Fig. 1: layout detail
Region (37, 38) to (67, 68) microns. Cells in gray, sequential cells in the stronger gray; small squares are vias.
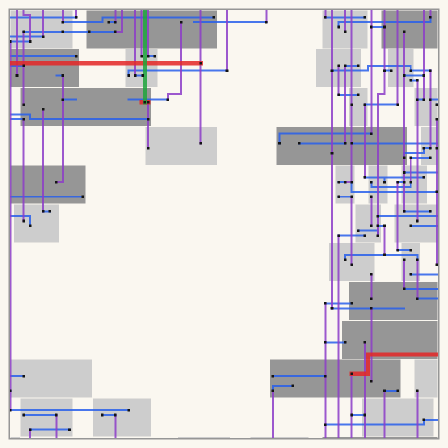
Fig. 2: placement view
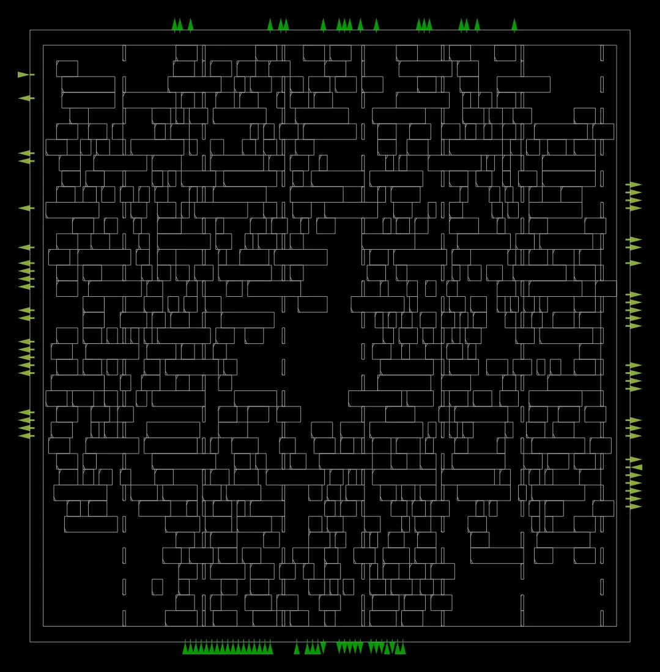
==> config.mk <==
export PLATFORM = sky130hd
export DESIGN_NAME = pipeline_control
export DESIGN_NICKNAME = d
export VERILOG_FILES = /design/src/rtl/cpu_types_pkg.sv /design/src/rtl/sat_counter.sv /design/src/rtl/pipeline_control.sv
export SDC_FILE = /design/constraint.sdc
export NUM_CORES = 1
export LEC_CHECK = 0
export CELL_PAD_IN_SITES_DETAIL_PLACEMENT = 1
export CELL_PAD_IN_SITES_GLOBAL_PLACEMENT = 1
export CORE_AREA = 2 2 102 104
export DETAILED_ROUTE_END_ITERATION = 12
export DIE_AREA = 0 0 104 106
export PLACE_DENSITY_LB_ADDON = 0.3
export SYNTH_ARGS = -nofsm -noshare
export SYNTH_HDL_FRONTEND = slang
export SYNTH_SLANG_ARGS = --single-unit
==> constraint.sdc <==
create_clock -name CLK -period 2.4 [get_ports CLK]
set_input_delay 0.48 -clock CLK [delete_from_list [all_inputs] [get_ports CLK]]
set_output_delay 0.48 -clock CLK [all_outputs]
set_load 0.01 [all_outputs]
==> src/rtl/cpu_types_pkg.sv <==
// Shared CPU datapath types: register index and the pipeline-control run state.
package cpu_types_pkg;
    typedef logic [4:0] regbits_t;

    typedef enum logic [1:0] {
        RUN    = 2'd0,
        DRAIN  = 2'd1,
        HALTED = 2'd2
    } pc_state_t;
endpackage

==> src/rtl/sat_counter.sv <==
// Up-counter that sticks at all-ones instead of wrapping; one-cycle update on inc.
module sat_counter #(
    parameter int CNT_W = 32
) (
    input  logic             CLK,
    input  logic             nRST,
    input  logic             inc,
    output logic [CNT_W-1:0] count
);
    always_ff @(posedge CLK or negedge nRST) begin
        if (!nRST) begin
            count <= '0;
        end else if (inc && (count != '1)) begin
            count <= count + CNT_W'(1);
        end
    end
endmodule

==> src/rtl/pipeline_control.sv <==
// Hazard resolution for the 5-stage pipe: latch enable/flush pairs and PC enable are
// combinational from state and hazards; halt drain FSM and perf counters are registered.
module pipeline_control
    import cpu_types_pkg::*;
#(
    parameter int CNT_W = 32
) (
    input  logic             CLK,
    input  logic             nRST,
    input  logic             ihit,
    input  logic             dhit,
    input  logic             memdREN,
    input  logic             memdWEN,
    input  logic             memBrTaken,
    input  logic             exMemRead,
    input  regbits_t         exwsel,
    input  regbits_t         idrs,
    input  regbits_t         idrt,
    input  logic             iduseRt,
    input  logic             idHALT,
    input  logic             wbcuHALT,
    output logic             pcW,
    output logic             ifidW,
    output logic             ifidRST,
    output logic             idexW,
    output logic             idexRST,
    output logic             exmemW,
    output logic             exmemRST,
    output logic             memwbW,
    output logic             memwbRST,
    output logic             halt,
    output logic [CNT_W-1:0] stall_cnt,
    output logic [CNT_W-1:0] flush_cnt
);
    pc_state_t state, next_state;
    logic      dpend, lu, stall_inc, flush_inc;

    assign dpend = (memdREN | memdWEN) & ~dhit;
    assign lu    = exMemRead && (exwsel != '0) &&
                   ((exwsel == idrs) || (iduseRt && (exwsel == idrt)));
    assign halt  = (state == HALTED);

    always_ff @(posedge CLK or negedge nRST) begin
        if (!nRST) state <= RUN;
        else       state <= next_state;
    end

    always_comb begin
        next_state = state;
        stall_inc  = 1'b0;
        flush_inc  = 1'b0;
        pcW        = 1'b0;
        ifidW      = 1'b0;
        ifidRST    = 1'b0;
        idexW      = 1'b0;
        idexRST    = 1'b0;
        exmemW     = 1'b0;
        exmemRST   = 1'b0;
        memwbW     = 1'b0;
        memwbRST   = 1'b0;
        case (state)
            RUN, DRAIN: begin
                pcW    = 1'b1;
                ifidW  = 1'b1;
                idexW  = 1'b1;
                exmemW = 1'b1;
                memwbW = 1'b1;
                if (dpend) begin
                    pcW       = 1'b0;
                    ifidW     = 1'b0;
                    idexW     = 1'b0;
                    exmemW    = 1'b0;
                    memwbRST  = 1'b1;
                    stall_inc = 1'b1;
                end else if (memBrTaken) begin
                    ifidRST   = 1'b1;
                    idexRST   = 1'b1;
                    exmemRST  = 1'b1;
                    flush_inc = 1'b1;
                end else if (lu) begin
                    pcW       = 1'b0;
                    ifidW     = 1'b0;
                    idexRST   = 1'b1;
                    stall_inc = 1'b1;
                end else if (!ihit) begin
                    pcW       = 1'b0;
                    ifidRST   = 1'b1;
                    stall_inc = 1'b1;
                end
                // While draining nothing new is fetched; a taken branch still redirects.
                if ((state == DRAIN) && !flush_inc) begin
                    pcW = 1'b0;
                    if (ifidW) ifidRST = 1'b1;
                end

                if (wbcuHALT) begin
                    next_state = HALTED;
                end else if (state == RUN) begin
                    if (idHALT && !memBrTaken && !dpend && !lu) next_state = DRAIN;
                end else if (memBrTaken) begin
                    next_state = RUN;
                end
            end
            HALTED: next_state = HALTED;
            default: next_state = RUN;
        endcase
        if (!nRST) begin
            pcW      = 1'b0;
            ifidW    = 1'b0;
            ifidRST  = 1'b0;
            idexW    = 1'b0;
            idexRST  = 1'b0;
            exmemW   = 1'b0;
            exmemRST = 1'b0;
            memwbW   = 1'b0;
            memwbRST = 1'b0;
        end
    end

    sat_counter #(.CNT_W(CNT_W)) u_stall_cnt (
        .CLK   (CLK),
        .nRST  (nRST),
        .inc   (stall_inc),
        .count (stall_cnt)
    );

    sat_counter #(.CNT_W(CNT_W)) u_flush_cnt (
        .CLK   (CLK),
        .nRST  (nRST),
        .inc   (flush_inc),
        .count (flush_cnt)
    );
endmodule

==> run summary <==
run metrics: status finished, violations left, failing checks negative setup slack, slowest CP cell nor4_2, Worst VDD drop 0.284 mV, # diodes 0, Layout Skew 0.0154 ns, Die Ht 106 microns, TritonCTS Buffers 9, Critical Path End Type output pin, Flops after synth 66, Sw Pwr 0.000540 W, most instantiated logic cells after routing clkdlybuf4s50_1 (76), dfrtp_1 (66), xnor2_1 (49), nand3_1 (30), worst setup path endpoint ifidRST, Clk network pwr share 44.3%, Logic family by area simple AND/OR/NAND/NOR gates, Crit Path Category in -> out, drt first pass iters 4, Gate Area 1750 sq um, global-route wire length before repair 15.8 mm, cell count after synthesis 332, Detailed Place HPWL 6.79 mm, unrepaired setup endpoints after global routing yes, R2R depth 6, number of enable flip-flop cells 0, IO Pins 100, worst setup path startpoint idrt[3], biggest regs u_flush_cnt.count x32, u_stall_cnt.count x32, state x2, # port buffers 99, Ys Warns 0, Metal-1 WL 4.09 mm, pin count of the biggest net entering global routing 67, P&R area growth vs syn 48.3%, Final Hold Viols 0, DR WL met3 343 microns, WL per Instance 15.9 microns, bufs w/o clock 131, Pwr per Cell Area 467 nW/um^2, share of total power in sequential cells 48.3%, Avg Cell Area, Syn 10.3 sq um, via count 2978, Signal inverters 9, HP Class in -> async, syn_nets 360, post-layout util 50.8%, Final ANT Viol Nets 0, xor+xnor area frac 18.4%, mux share 1.10%, Hold-fix buffers, CTS 0, gr ovfl total 0, most numerous logic cell after layout clkdlybuf4s50_1, overall routing resource usage 17.9%, Final Max Tran Viols 0, Cell Area, Synth 3420 sq um, setup TNS -0.0442 ns, PnR worst setup slack -0.0442 ns, nets@finish 495, post-synthesis simple-gate area fraction 26.0%, final setup fails 1, H-tree lvl count 3, critical path's largest stage delay 0.30 ns, combinational group share of total power 7.3%, Initial Util 34.2%, Late-Pin Clk Latency 0.35 ns, crit start category input port, met2 usage 31.5%, chip area 11000 sq um, P_clk 0.00105 W, MaxCap Viol Count 0, signal buffers share of area 24.7%, adder-cell share of the synthesized area 0.731%, number of logged tool warnings 28, main flop type dfrtp_1, CP arrival 1.96 ns, ClkCell Share 4.29%, Commonest cells post-synth dfrtp_1 (66), xnor2_1 (50), nand3_1 (30), met3 track demand over resource 4.72%, switching share of total power 22.8%, Largest Pwr Group sequential cells, Routed met2 length 5.11 mm, CTS tree built, Rel. slew slack 44.7%, Reg area 1650 sq um, YS chip area 3420 sq um, Post-CTS Resized 47, WL final 9.66 mm, Starting DRT DRC Count 44
## Picture notes: Fig. 1
legend:
  metal 2:
    color: purple
  metal 4:
    color: green
  metal 3:
    color: red
  metal 1:
    color: blue
most frequent: dfrtp_1 (8)
cells with their middle in the window: 29
sequential cells in the window: 8
netlist names of flops here include: u_stall_cnt.count (4), u_flush_cnt.count (3)

## Picture notes: Fig. 2
fillers: 1150
final non-filler cell total: 607
Core Rows: 37
flop share of the area: 32.5%

stage by stage:
step	setup slack, ns	area (sq um)	hold WS [ns]
CTS	-0.0634	4970	0.386
detailed placement	-0.851	4700	0.482
floorplan	0.0403	3420	0.184
global route	-0.164	5080	0.407
global placement	-0.773	4700	0.481
finish	-0.0442	5080	0.356
worst max-delay path: cells and delay by family:
| kind | cells | cell delay [ns] |
|---|---|---|
| xor+xnor | 1 | 0.16 |
| buf+inv | 2 | 0.23 |
| simple gates | 3 | 0.73 |
| compound gates | 2 | 0.36 |
cell families (layout without fill, tap and decap cells):
| group | Yosys count | count (layout) |
|---|---|---|
| compound gates | 12 | 12 |
| mux | 3 | 3 |
| xor+xnor | 72 | 72 |
| fa+ha+maj | 2 | 2 |
| simple gates | 161 | 161 |
| flops | 66 | 66 |
| buf+inv | 16 | 155 |
Power figures rest on the tool's default switching activity, not on a simulated workload.
